**config.mk**
```make
export PLATFORM = sky130hd
export DESIGN_NAME = change_dispenser
export DESIGN_NICKNAME = d
export VERILOG_FILES = /design/src/rtl/change_dispenser.sv
export SDC_FILE = /design/constraint.sdc
export NUM_CORES = 1
export LEC_CHECK = 0
export CORE_MARGIN = 1.5
export CORE_UTILIZATION = 60
export CTS_BUF_LIST = sky130_fd_sc_hd__clkbuf_8
export DETAILED_ROUTE_END_ITERATION = 10
export PLACE_DENSITY_LB_ADDON = 0.2
export SLEW_MARGIN = 20
export SYNTH_ARGS = -nofsm -noshare
export SYNTH_HDL_FRONTEND = slang
export SYNTH_SLANG_ARGS = --single-unit
```
**constraint.sdc**
```tcl
create_clock -name clk -period 5.3 [get_ports clk]
set_input_delay 0.795 -clock clk [delete_from_list [all_inputs] [get_ports clk]]
set_output_delay 0.795 -clock clk [all_outputs]
set_load 0.01 [all_outputs]
```
**src/rtl/change_dispenser.sv**
```systemverilog
// Coin payout stage: pays a nickel-unit credit as quarters, dimes, then nickels, one confirmed coin at a time.
// Optional build macro CHG_COUNT_EN adds a saturating count of confirmed coins on port coin_count.
module change_dispenser #(
  parameter int N         = 4,
  parameter int PULSE_LEN = 3,
  parameter int TIMEOUT   = 16
) (
  input  logic         clk,
  input  logic         rst,
  input  logic         change,
  input  logic [N-1:0] amount,
  input  logic         coin_ok,
  output logic         eject_q,
  output logic         eject_d,
  output logic         eject_n,
  output logic         busy,
  output logic         done,
  output logic         jam
`ifdef CHG_COUNT_EN
  ,
  output logic [7:0]   coin_count
`endif
);

  localparam int PW = $clog2(PULSE_LEN + 1);
  localparam int TW = $clog2(TIMEOUT + 1);

  typedef enum logic [2:0] {IDLE, SELECT, EJECT, WAIT_ACK, DONE, JAM} state_t;
  typedef enum logic [1:0] {COIN_Q, COIN_D, COIN_N} coin_t;

  function automatic logic [N-1:0] coin_value(input coin_t c);
    case (c)
      COIN_Q:  coin_value = N'(5);
      COIN_D:  coin_value = N'(2);
      COIN_N:  coin_value = N'(1);
      default: coin_value = N'(0);
    endcase
  endfunction

  state_t        state_r, state_s;
  coin_t         coin_r, coin_s;
  logic [N-1:0]  rem_r, rem_s;
  logic [PW-1:0] pcnt_r, pcnt_s;
  logic [TW-1:0] tcnt_r, tcnt_s;
  logic          eject_q_r, eject_d_r, eject_n_r, busy_r, done_r, jam_r;

  // Next-state and datapath decode.
  always_comb begin
    state_s = state_r;
    coin_s  = coin_r;
    rem_s   = rem_r;
    pcnt_s  = pcnt_r;
    tcnt_s  = tcnt_r;
    case (state_r)
      IDLE: begin
        if (change) begin
          rem_s   = amount;
          state_s = SELECT;
        end else begin
          state_s = IDLE;
        end
      end
      SELECT: begin
        pcnt_s = PW'(PULSE_LEN);
        if (rem_r >= N'(5)) begin
          coin_s  = COIN_Q;
          state_s = EJECT;
        end else if (rem_r >= N'(2)) begin
          coin_s  = COIN_D;
          state_s = EJECT;
        end else if (rem_r == N'(1)) begin
          coin_s  = COIN_N;
          state_s = EJECT;
        end else begin
          state_s = DONE;
        end
      end
      EJECT: begin
        if (pcnt_r <= PW'(1)) begin
          tcnt_s  = TW'(0);
          state_s = WAIT_ACK;
        end else begin
          pcnt_s  = pcnt_r - PW'(1);
        end
      end
      WAIT_ACK: begin
        // The chosen coin never exceeds rem, so this cannot underflow.
        if (coin_ok) begin
          rem_s   = rem_r - coin_value(coin_r);
          state_s = SELECT;
        end else if (tcnt_r >= TW'(TIMEOUT - 1)) begin
          state_s = JAM;
        end else begin
          tcnt_s  = tcnt_r + TW'(1);
        end
      end
      DONE:    state_s = IDLE;
      JAM:     state_s = JAM;
      default: state_s = IDLE;
    endcase
  end

  // State and datapath registers.
  always_ff @(posedge clk) begin
    if (rst) begin
      state_r <= IDLE;
      coin_r  <= COIN_Q;
      rem_r   <= N'(0);
      pcnt_r  <= PW'(0);
      tcnt_r  <= TW'(0);
    end else begin
      state_r <= state_s;
      coin_r  <= coin_s;
      rem_r   <= rem_s;
      pcnt_r  <= pcnt_s;
      tcnt_r  <= tcnt_s;
    end
  end

  // Outputs are registered from the current state, so they trail it by one cycle.
  always_ff @(posedge clk) begin
    if (rst) begin
      eject_q_r <= 1'b0;
      eject_d_r <= 1'b0;
      eject_n_r <= 1'b0;
      busy_r    <= 1'b0;
      done_r    <= 1'b0;
      jam_r     <= 1'b0;
    end else begin
      eject_q_r <= (state_r == EJECT) && (coin_r == COIN_Q);
      eject_d_r <= (state_r == EJECT) && (coin_r == COIN_D);
      eject_n_r <= (state_r == EJECT) && (coin_r == COIN_N);
      busy_r    <= (state_r != IDLE);
      done_r    <= (state_r == DONE);
      jam_r     <= (state_r == JAM);
    end
  end

  assign eject_q = eject_q_r;
  assign eject_d = eject_d_r;
  assign eject_n = eject_n_r;
  assign busy    = busy_r;
  assign done    = done_r;
  assign jam     = jam_r;

`ifdef CHG_COUNT_EN
  logic [7:0] coin_count_r;

  // Saturating count of coins confirmed while waiting for the chute sensor.
  always_ff @(posedge clk) begin
    if (rst) begin
      coin_count_r <= 8'd0;
    end else if ((state_r == WAIT_ACK) && coin_ok && (coin_count_r != 8'd255)) begin
      coin_count_r <= coin_count_r + 8'd1;
    end else begin
      coin_count_r <= coin_count_r;
    end
  end

  assign coin_count = coin_count_r;
`endif

endmodule
```
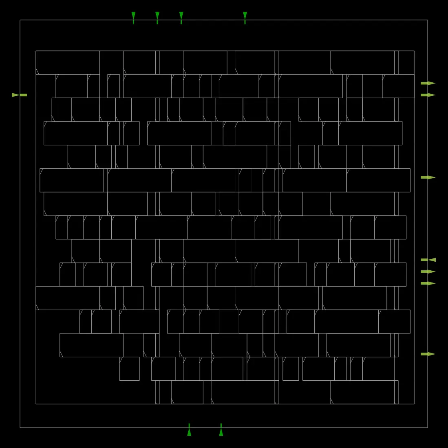
Fig. 1. Placed standard cells (run 1).
Seq cells: 22
Site Rows: 15

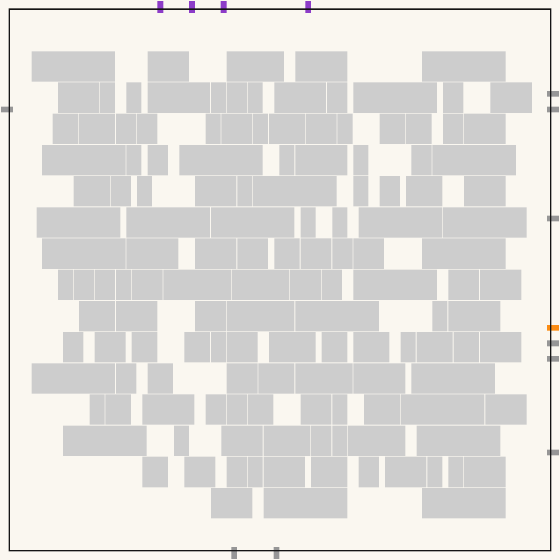
Fig. 2. Pin placement (run 1).
Pins as bars across the die edge, other pins in grey.
| colour | port | pins | direction | edge |
|---|---|---|---|---|
| purple | `amount` | 4 | input | north |
| orange | `rst` | 1 | input | east |

==> summary.rpt, run 1 <==
STATUS
------------------------------------------------------------------------------
Outcome                                                           finished, final reports clean

FINISH
------------------------------------------------------------------------------
Number of clock-tree buffers in the layout                                   4
Largest Register                                                        tcnt_r
Combinational fraction of the cell area                                  0.493
Cell class ranked first by area                                   combinational gates
Top Registers                                                     tcnt_r: 5 flops, rem_r: 4 flops, state_r: 3 flops
Multi-In Gates                                                              94
Area taken by flip-flops and latches                                  440 um^2
Area of all placed cells without fillers                             1340 um^2
Fillers                                                                    132
Final Util                                                               0.751
Number of flip-flops in the largest register                                 5
Commonest cells after routing, fill and taps aside                sky130_fd_sc_hd__dfxtp_1 (22), sky130_fd_sc_hd__clkdlybuf4s50_1 (13), sky130_fd_sc_hd__nand2_1 (12), sky130_fd_sc_hd__a21oi_1 (10), sky130_fd_sc_hd__nor2_1 (9)
Buffer share of cell area                                               0.0972
Count of plain and timing-repair buffers                                    13
Post-route insts no fill                                                   164
Synth-to-layout area growth                                              14.8%
Non-clock inverter count                                                     6

STA
------------------------------------------------------------------------------
Final-report hold violation count                                            0
Setup slack after layout                                               3.25 ns
Post-route fraction of the period consumed by the critical path          0.387
Max-slew headroom                                                        0.457
Crit path time final                                                   2.05 ns
Unrepaired setup endpoints after global routing                          false
Worst slack on hold paths                                             0.494 ns
Worst Clk Skew                                                      0.00144 ns

ROUTE
------------------------------------------------------------------------------
Routed met2 length                                                     1.19 mm
Total wire length after detailed routing                               2.34 mm
Violation count after the first detailed-route iteration                    26
Via density per instance                                                  5.82
DRC violations left                                                          0
M1 wire length                                                         1.06 mm
Number of detailed-route iterations in the first pass                        4

WORST SETUP PATH
------------------------------------------------------------------------------
Endpoint class of the critical path                                  flip-flop
Required @ worst endpoint                                              5.49 ns
Setup slack of the worst register-to-register path                     3.30 ns
Critical path capture point                                          tcnt_r[4]
Chain of cells forming the critical path                          clkdlybuf4s50_1 -> nor3_1 -> a32oi_2 -> or3_1 -> a21oi_1
Critical-path cell with the highest stage delay                   sky130_fd_sc_hd__clkdlybuf4s50_1
Number of stages on the worst setup path                                     5
Count of buffer and inverter cells on the critical path                      1
Path depth of the worst reg2reg path                                         7

YOSYS
------------------------------------------------------------------------------
Synthesized netlist net count                                              144
Synth async-reset ratio                                                      0
Most frequent cells after synthesis                               sky130_fd_sc_hd__dfxtp_1 (22), sky130_fd_sc_hd__nand2_1 (12), sky130_fd_sc_hd__a21oi_1 (10)
Seq share, synth                                                         0.378
Top area cells in the synthesized netlist                         sky130_fd_sc_hd__dfxtp_1 (38%), sky130_fd_sc_hd__ha_1 (6.4%), sky130_fd_sc_hd__a21oi_1 (4.3%)
Post-synth tally of flip-flops with integrated enable                        0
Ys cells                                                                   129
Number of synthesized register bits                                         22
Largest area contributor in the netlist                           sky130_fd_sc_hd__dfxtp_1
Mux area share                                                          0.0182

FLOORPLAN
------------------------------------------------------------------------------
I/O Pins                                                                    14
Fp_density                                                               0.654
Total core area                                                      1780 um^2
Area of the die                                                      2220 um^2

PWR
------------------------------------------------------------------------------
Proportion of power drawn by the clock network                           0.278
P_comb                                                                  114 uW
Final total power                                                       444 uW
Switch Pwr                                                              138 uW
Main power-consuming group                                        sequential cells
Power attributed to sequential cells                                    207 uW
Internal power                                                          305 uW
Power density over the cells                                       331 nW/um^2

PLACE
------------------------------------------------------------------------------
Pre-CTS WS                                                             2.96 ns
Number of placed instances, taps included                                  160
Placed wire-length estimate after detailed placement                   1.72 mm
Cell area reported after detailed placement                          1280 um^2
Input/output buffers                                                        13

CLOCKING
------------------------------------------------------------------------------
Max clock buf depth                                                          2
CTS root buf                                                      sky130_fd_sc_hd__clkbuf_8
Post-CTS setup repair buffer count                                           0
Clock Latency Late Sink                                                0.27 ns
Number of clock buffers inserted by TritonCTS                                3

FLOW RUN
------------------------------------------------------------------------------
OpenROAD warning count                                                      26

GLOBAL ROUTING
------------------------------------------------------------------------------
Total global routing track utilization                                   0.252
Met3 GRT Util                                                           0.0462
Vias in the first global route                                             906
Total gr overflow                                                            0
Met1 Track Usage GR                                                      0.301

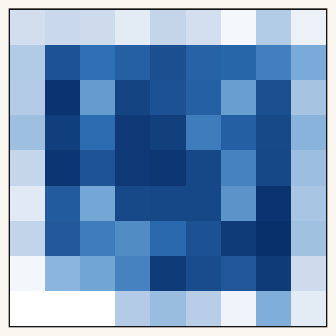
Fig. 3. Cell area per tile (run 1).
The die is cut into 9 by 9 equal tiles; white is low, dark blue is high, 0 to 100% covered.
fullest tile: 100%
mean over tiles: 59%
tiles over 75% full: 44%
nearly empty tiles: 3.7%
emptiest ninth of the die: south-west
densest ninth of the die: centre

Fig. 4: run 1, met3 routing
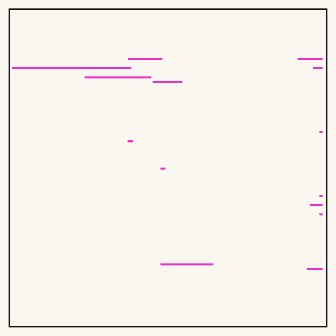

==> inputs of run 2 (changes only) <==
--- a/config.mk
+++ b/config.mk
@@ -6,7 +6,7 @@
 export NUM_CORES = 1
 export LEC_CHECK = 0
 export CORE_MARGIN = 1.5
-export CORE_UTILIZATION = 60
+export CORE_UTILIZATION = 57
 export CTS_BUF_LIST = sky130_fd_sc_hd__clkbuf_8
 export DETAILED_ROUTE_END_ITERATION = 10
 export PLACE_DENSITY_LB_ADDON = 0.2
==> constraint.sdc (replaced) <==
create_clock -name clk -period 2 [get_ports clk]
set_input_delay 0.3 -clock clk [delete_from_list [all_inputs] [get_ports clk]]
set_output_delay 0.3 -clock clk [all_outputs]
set_load 0.01 [all_outputs]
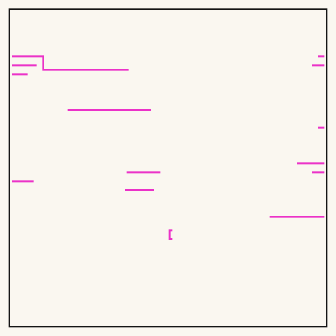
Fig. 5. Met3 routing (run 2).
longest straight run: 12.9 um
main direction: horizontal
nets with wire on the layer: 13
wire length on this layer: 67.7 um
share of all routed wire: 2.9%

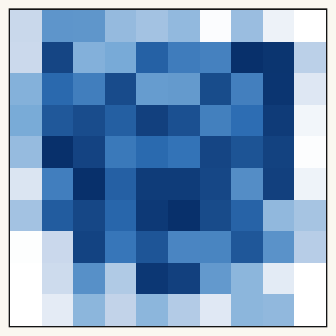
Fig. 6. Cell area per tile (run 2).
The die is cut into 10 by 10 equal tiles; white is low, dark blue is high, 0 to 100% covered.
densest ninth of the die: centre
nearly empty tiles: 8.0%
fullest tile: 100%

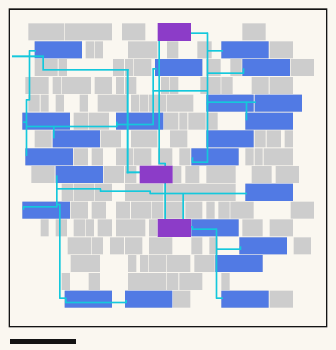
Fig. 7. Clock network drawn from the DEF (run 2).
The bar under the picture is 10 um long.
[cyan] clock wires | length: 268 um
[blue] flip-flops | count: 22
[purple] clock-net drivers | count: 3
flops lie: all over the die
routed clock nets: 4

==> run 2 against run 1 <==
Net effect: sequential share of layout area is 0.93 points lower; synthesized area stayed put; via count increased by 4.2%; setup slack lost 3.2 ns; clock-buffer cell count decreased by 1; largest cell class unchanged; largest power group unchanged.
==> summary.rpt, run 2 <==
ROUTE
-------------------------------------------------------------------------------------------------
DRC violations left                                                                             0
Number of routed nets with antenna violations                                                   0
M1 wire length                                                                            1.04 mm
Violation count after the first detailed-route iteration                                       26
Total wire length after detailed routing                                                  2.38 mm
Via density per instance                                                                     5.92
Number of detailed-route iterations in the first pass                                           5
Highest routing layer actually used                                                          met4
Routed met2 length                                                                        1.25 mm
Wire per inst                                                                             14.2 um

WORST SETUP PATH
-------------------------------------------------------------------------------------------------
Endpoint class of the critical path                                                     flip-flop
Number of stages on the worst setup path                                                        7
Setup slack of the worst register-to-register path                                        0.08 ns
Data arrival time of the critical path                                                    2.11 ns
Worst flop-to-flop path endpoint                                                        tcnt_r[4]
Path depth of the worst reg2reg path                                                            7
Most frequent cell on the critical path                                              sky130_fd_sc_hd__ha_1
Critical path capture point                                                             tcnt_r[4]
Required @ worst endpoint                                                                 2.19 ns
Chain of cells forming the critical path                                             ha_1 -> and3_1 -> ha_1 -> nor3_2 -> a32oi_2 -> or3_1 -> a21oi_1
Count of buffer and inverter cells on the critical path                                         0
Critical-path cell with the highest stage delay                                      sky130_fd_sc_hd__dfxtp_1

YOSYS
-------------------------------------------------------------------------------------------------
Average footprint of a synthesized cell                                                 9.04 um^2
Post-synth tally of flip-flops with integrated enable                                           0
Number of distinct library cell variants in the gate-level netlist after synthesis             45
Ys cells                                                                                      129
Seq share, synth                                                                            0.378
Synthesized netlist net count                                                                 144
Synth async-reset ratio                                                                         0
Mux area share                                                                             0.0182
Yosys synthesis chip area                                                               1170 um^2
Most frequent cells after synthesis                                                  sky130_fd_sc_hd__dfxtp_1 (22), sky130_fd_sc_hd__nand2_1 (12), sky130_fd_sc_hd__a21oi_1 (10)
Number of synthesized register bits                                                            22
Top area cells in the synthesized netlist                                            sky130_fd_sc_hd__dfxtp_1 (38%), sky130_fd_sc_hd__ha_1 (6.4%), sky130_fd_sc_hd__a21oi_1 (4.3%)
Largest type area fraction                                                                  0.378
Largest area contributor in the netlist                                              sky130_fd_sc_hd__dfxtp_1

PWR
-------------------------------------------------------------------------------------------------
Power share of the sequential group                                                         0.430
Logic pwr share                                                                             0.244
Final total power                                                                         1.27 mW
Proportion of power drawn by the clock network                                              0.326
Main power-consuming group                                                           sequential cells
Internal power                                                                             905 uW
Switch Pwr                                                                                 365 uW
Clock network power                                                                        414 uW
Power attributed to sequential cells                                                       546 uW
Power density over the cells                                                          922 nW/um^2
P_comb                                                                                     310 uW

CLOCKING
-------------------------------------------------------------------------------------------------
Number of clock buffers inserted by TritonCTS                                                   3
CTS tree                                                                                    built
CTS hold repair buffers                                                                         0
CTS clk-pin slew, worst paths                                                             0.08 ns
CTS root buf                                                                         sky130_fd_sc_hd__clkbuf_8
Clock Latency Late Sink                                                                   0.26 ns
Sink count of the clock tree                                                                   22
Max clock buf depth                                                                             2
Post-CTS setup repair buffer count                                                              0

FINISH
-------------------------------------------------------------------------------------------------
Commonest cells after routing, fill and taps aside                                   sky130_fd_sc_hd__dfxtp_1 (22), sky130_fd_sc_hd__clkdlybuf4s50_1 (13), sky130_fd_sc_hd__nand2_1 (12), sky130_fd_sc_hd__a21oi_1 (10), sky130_fd_sc_hd__nor2_1 (9)
Count of plain and timing-repair buffers                                                       15
Final Util                                                                                  0.709
Buffer share of cell area                                                                   0.105
Post-route insts no fill                                                                      168
Combinational fraction of the cell area                                                     0.482
Non-clock inverter count                                                                        6
Number of clock-tree buffers in the layout                                                      3
Seq cells                                                                                      22
Number of inserted diodes                                                                       0
Area taken by flip-flops and latches                                                     440 um^2
Fillers                                                                                       159
Synth-to-layout area growth                                                                 18.1%
Clock network area share                                                                   0.0518
Final layout net count                                                                        157
Number of flip-flops in the largest register                                                    5
Multi-In Gates                                                                                 94
Top Registers                                                                        tcnt_r: 5 flops, rem_r: 4 flops, state_r: 3 flops
Largest Register                                                                           tcnt_r
Area of all placed cells without fillers                                                1380 um^2
Cell class ranked first by area                                                      combinational gates

FLOW RUN
-------------------------------------------------------------------------------------------------
OpenROAD warning count                                                                         26

STA
-------------------------------------------------------------------------------------------------
Worst Clk Skew                                                                         0.00469 ns
Slew at the pin closest to its max-slew limit                                            0.502 ns
Worst slack on hold paths                                                                0.500 ns
Max-slew headroom                                                                           0.665
Setup slack after layout                                                                0.0773 ns
Post-route fraction of the period consumed by the critical path                             0.961
Final-report hold violation count                                                               0
Crit path time final                                                                      1.92 ns

PLACE
-------------------------------------------------------------------------------------------------
Pre-CTS WS                                                                              0.0675 ns
Placed wire-length estimate after detailed placement                                      1.70 mm
Cell area reported after detailed placement                                             1290 um^2
Input/output buffers                                                                           13
Number of placed instances, taps included                                                     163

GLOBAL ROUTING
-------------------------------------------------------------------------------------------------
Met1 Track Usage GR                                                                         0.289
Vias in the first global route                                                                830
Total global routing track utilization                                                      0.222
Total gr overflow                                                                               0
Met3 GRT Util                                                                              0.0222
Largest net degree at the start of global routing                                              24
Number of antenna violations at the first check in global routing                               0

FLOORPLAN
-------------------------------------------------------------------------------------------------
Area of the die                                                                         2330 um^2
I/O Pins                                                                                       14
Site Rows                                                                                      16
Total core area                                                                         1940 um^2
Fp_density                                                                                  0.601

STATUS
-------------------------------------------------------------------------------------------------
Outcome                                                                              finished, final reports clean

Fig. 8: run 2, pin placement
Pins as bars across the die edge, other pins in grey.
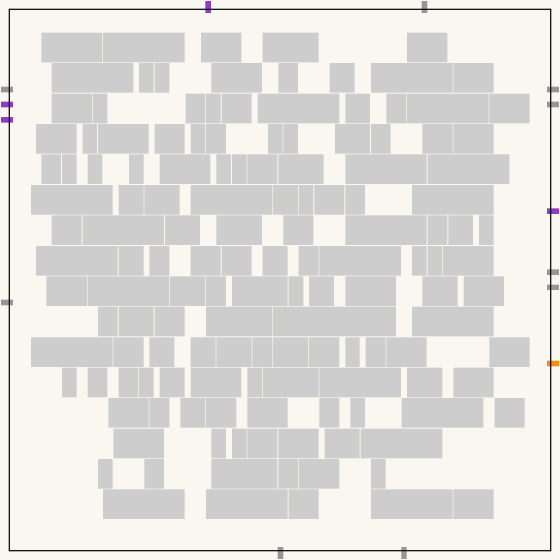

==> inputs of run 3 (changes only) <==
--- a/config.mk
+++ b/config.mk
@@ -6,8 +6,7 @@
 export NUM_CORES = 1
 export LEC_CHECK = 0
 export CORE_MARGIN = 1.5
-export CORE_UTILIZATION = 57
-export CTS_BUF_LIST = sky130_fd_sc_hd__clkbuf_8
+export CORE_UTILIZATION = 54
 export DETAILED_ROUTE_END_ITERATION = 10
 export PLACE_DENSITY_LB_ADDON = 0.2
 export SLEW_MARGIN = 20
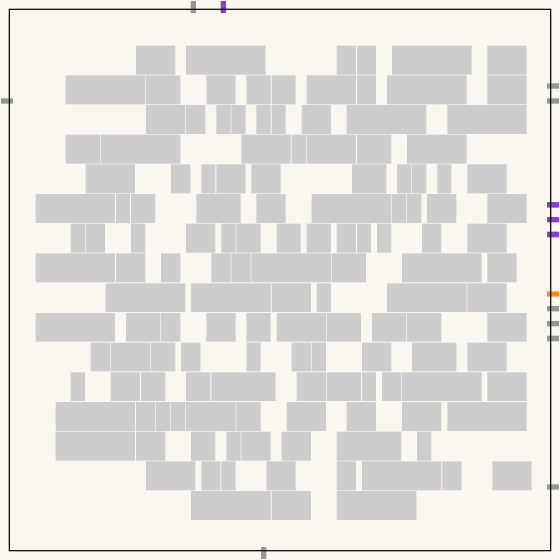
Fig. 9. Pin placement (run 3).
Pins as bars across the die edge, other pins in grey.
| colour | port | pins | direction | edge |
|---|---|---|---|---|
| purple | `amount` | 4 | input | 3 east, 1 north |
| orange | `rst` | 1 | input | east |
Die Span X: 49.5 um
input/output buffers: 13
die span in y: 49.5 um

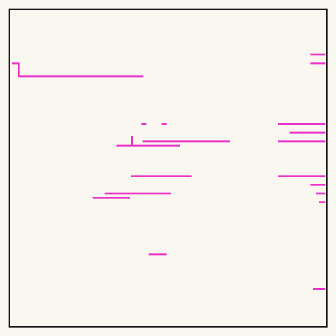
Fig. 10. Met3 routing (run 3).
main direction: horizontal
longest straight run: 19.3 um
nets with wire on the layer: 17
share of all routed wire: 5.0%

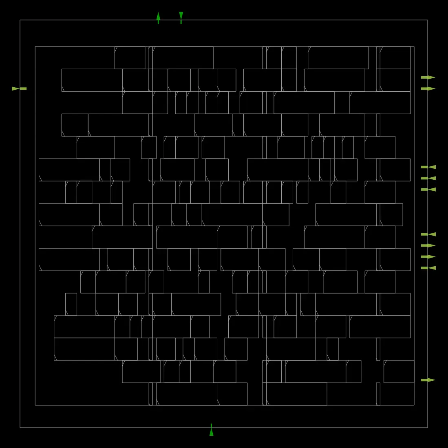
Fig. 11. Placed standard cells (run 3).
Final Util: 0.660
proportion of cell area occupied by registers: 0.333
Site Rows: 16
total core area: 2000 um^2

==> run 3 against run 2 <==
Net effect: die size increased by 5.2%; synthesized area stayed put; non-clock buffer count shrank 1; flip-flop count unchanged; cell count fell by 1.2%; worst hold slack worse by 0.0064 ns; global-route usage decreased by 2.7 points; clock-buffer cell count unchanged; maximum frequency is 1.4% higher; setup slack better by 0.026 ns; critical path type unchanged.
==> summary.rpt, run 3 <==
STATUS
-------------------------------------------------------------------------------------------------
Outcome                                                                              finished, final reports clean

STA
-------------------------------------------------------------------------------------------------
Worst Clk Skew                                                                         0.00147 ns
Final-report hold violation count                                                               0
Worst slack on hold paths                                                                0.494 ns
Post-route fraction of the period consumed by the critical path                             0.948
Crit path time final                                                                      1.90 ns
Slew at the pin closest to its max-slew limit                                            0.487 ns
Setup slack after layout                                                                 0.103 ns
Max-slew headroom                                                                           0.675

FINISH
-------------------------------------------------------------------------------------------------
Largest Register                                                                           tcnt_r
Multi-In Gates                                                                                 94
Fillers                                                                                       192
Commonest cells after routing, fill and taps aside                                   sky130_fd_sc_hd__dfxtp_1 (22), sky130_fd_sc_hd__clkdlybuf4s50_1 (13), sky130_fd_sc_hd__nand2_1 (12), sky130_fd_sc_hd__a21oi_1 (10), sky130_fd_sc_hd__nor2_1 (9)
Cell class ranked first by area                                                      combinational gates
Number of inserted diodes                                                                       0
Post-route insts no fill                                                                      166
Synth-to-layout area growth                                                                 13.3%
Number of flip-flops in the largest register                                                    5
Top Registers                                                                        tcnt_r: 5 flops, rem_r: 4 flops, state_r: 3 flops
Clock network area share                                                                   0.0170
Final layout net count                                                                        156
Seq cells                                                                                      22
Count of plain and timing-repair buffers                                                       14
Buffer share of cell area                                                                   0.104
Combinational fraction of the cell area                                                     0.503
Non-clock inverter count                                                                        6
Number of clock-tree buffers in the layout                                                      3
Area of all placed cells without fillers                                                1320 um^2
Area taken by flip-flops and latches                                                     440 um^2

YOSYS
-------------------------------------------------------------------------------------------------
Largest type area fraction                                                                  0.378
Yosys synthesis warning count                                                                   0
Post-synth tally of flip-flops with integrated enable                                           0
Yosys synthesis chip area                                                               1170 um^2
Number of synthesized register bits                                                            22
Average footprint of a synthesized cell                                                 9.04 um^2
Synth Instances                                                                               129
Seq share, synth                                                                            0.378
Synth Area in XOR/XNOR                                                                     0.0150
Mux area share                                                                             0.0182
Synth async-reset ratio                                                                         0
Ys cells                                                                                      129
Number of distinct library cell variants in the gate-level netlist after synthesis             45
Top area cells in the synthesized netlist                                            sky130_fd_sc_hd__dfxtp_1 (38%), sky130_fd_sc_hd__ha_1 (6.4%), sky130_fd_sc_hd__a21oi_1 (4.3%)
Largest area contributor in the netlist                                              sky130_fd_sc_hd__dfxtp_1
Most frequent cells after synthesis                                                  sky130_fd_sc_hd__dfxtp_1 (22), sky130_fd_sc_hd__nand2_1 (12), sky130_fd_sc_hd__a21oi_1 (10)
Synthesized netlist net count                                                                 144
Basic-gate share of the synthesized area counting and, or, nand and nor cells               0.262

PWR
-------------------------------------------------------------------------------------------------
P_comb                                                                                     297 uW
Logic pwr share                                                                             0.284
Clock network power                                                                        203 uW
Switch Pwr                                                                                 342 uW
Peak VDD IR                                                                            0.000498 V
Power density over the cells                                                          791 nW/um^2
Power attributed to sequential cells                                                       545 uW
Final total power                                                                         1.05 mW
Internal power                                                                             703 uW
Proportion of power drawn by the clock network                                              0.194
Static Leakage                                                                           0.484 nW
Power share of the sequential group                                                         0.522
Main power-consuming group                                                           sequential cells
Net switching fraction of the power                                                         0.327

CLOCKING
-------------------------------------------------------------------------------------------------
CTS hold repair buffers                                                                         0
Clock Latency Late Sink                                                                   0.30 ns
Post-CTS setup repair buffer count                                                              0
Resized Gates After CTS                                                                         0
CTS tree                                                                                    built
CTS clk-pin slew, worst paths                                                             0.12 ns
Sink count of the clock tree                                                                   22
CTS root buf                                                                         sky130_fd_sc_hd__clkbuf_4
Number of clock buffers inserted by TritonCTS                                                   3
Max clock buf depth                                                                             2

ROUTE
-------------------------------------------------------------------------------------------------
Routed met2 length                                                                        1.07 mm
DRC violations left                                                                             0
Wire per inst                                                                             13.4 um
Number of routed nets with antenna violations                                                   0
Violation count after the first detailed-route iteration                                       12
Highest routing layer actually used                                                          met4
Total wire length after detailed routing                                                  2.23 mm
Number of detailed-route iterations in the first pass                                           4
Via density per instance                                                                     6.00
M1 wire length                                                                            1.03 mm

GLOBAL ROUTING
-------------------------------------------------------------------------------------------------
Met1 Track Usage GR                                                                         0.258
Met3 GRT Util                                                                              0.0333
Largest net degree at the start of global routing                                              24
Number of antenna violations at the first check in global routing                               0
Vias in the first global route                                                                844
Total gr overflow                                                                               0
Total global routing track utilization                                                      0.195

WORST SETUP PATH
-------------------------------------------------------------------------------------------------
Endpoint class of the critical path                                                     flip-flop
Data arrival time of the critical path                                                    2.15 ns
Most frequent cell on the critical path                                              sky130_fd_sc_hd__ha_1
Critical-path cell with the highest stage delay                                      sky130_fd_sc_hd__dfxtp_1
Worst flop-to-flop path endpoint                                                        tcnt_r[4]
Path depth of the worst reg2reg path                                                            7
Critical path capture point                                                             tcnt_r[4]
Count of buffer and inverter cells on the critical path                                         0
Chain of cells forming the critical path                                             ha_1 -> and3_1 -> ha_1 -> nor3_2 -> a32oi_2 -> or3_1 -> a21oi_1
FF-to-FF Start                                                                          tcnt_r[0]
Setup slack of the worst register-to-register path                                        0.10 ns
Number of stages on the worst setup path                                                        7
Required @ worst endpoint                                                                 2.25 ns

FLOORPLAN
-------------------------------------------------------------------------------------------------
Area of the die                                                                         2450 um^2
Fp_density                                                                                  0.582
I/O Pins                                                                                       14

FLOW RUN
-------------------------------------------------------------------------------------------------
OpenROAD warning count                                                                         26
Tally of max-capacitance violations                                                             0

HOLD PATH
-------------------------------------------------------------------------------------------------
Worst hold endpoint                                                                     pcnt_r[0]

PLACE
-------------------------------------------------------------------------------------------------
Number of placed instances, taps included                                                     163
Cell area reported after detailed placement                                             1290 um^2
Placed wire-length estimate after detailed placement                                      1.58 mm
Pre-CTS WS                                                                              0.0900 ns

Power is estimated from default activity; no workload was simulated.
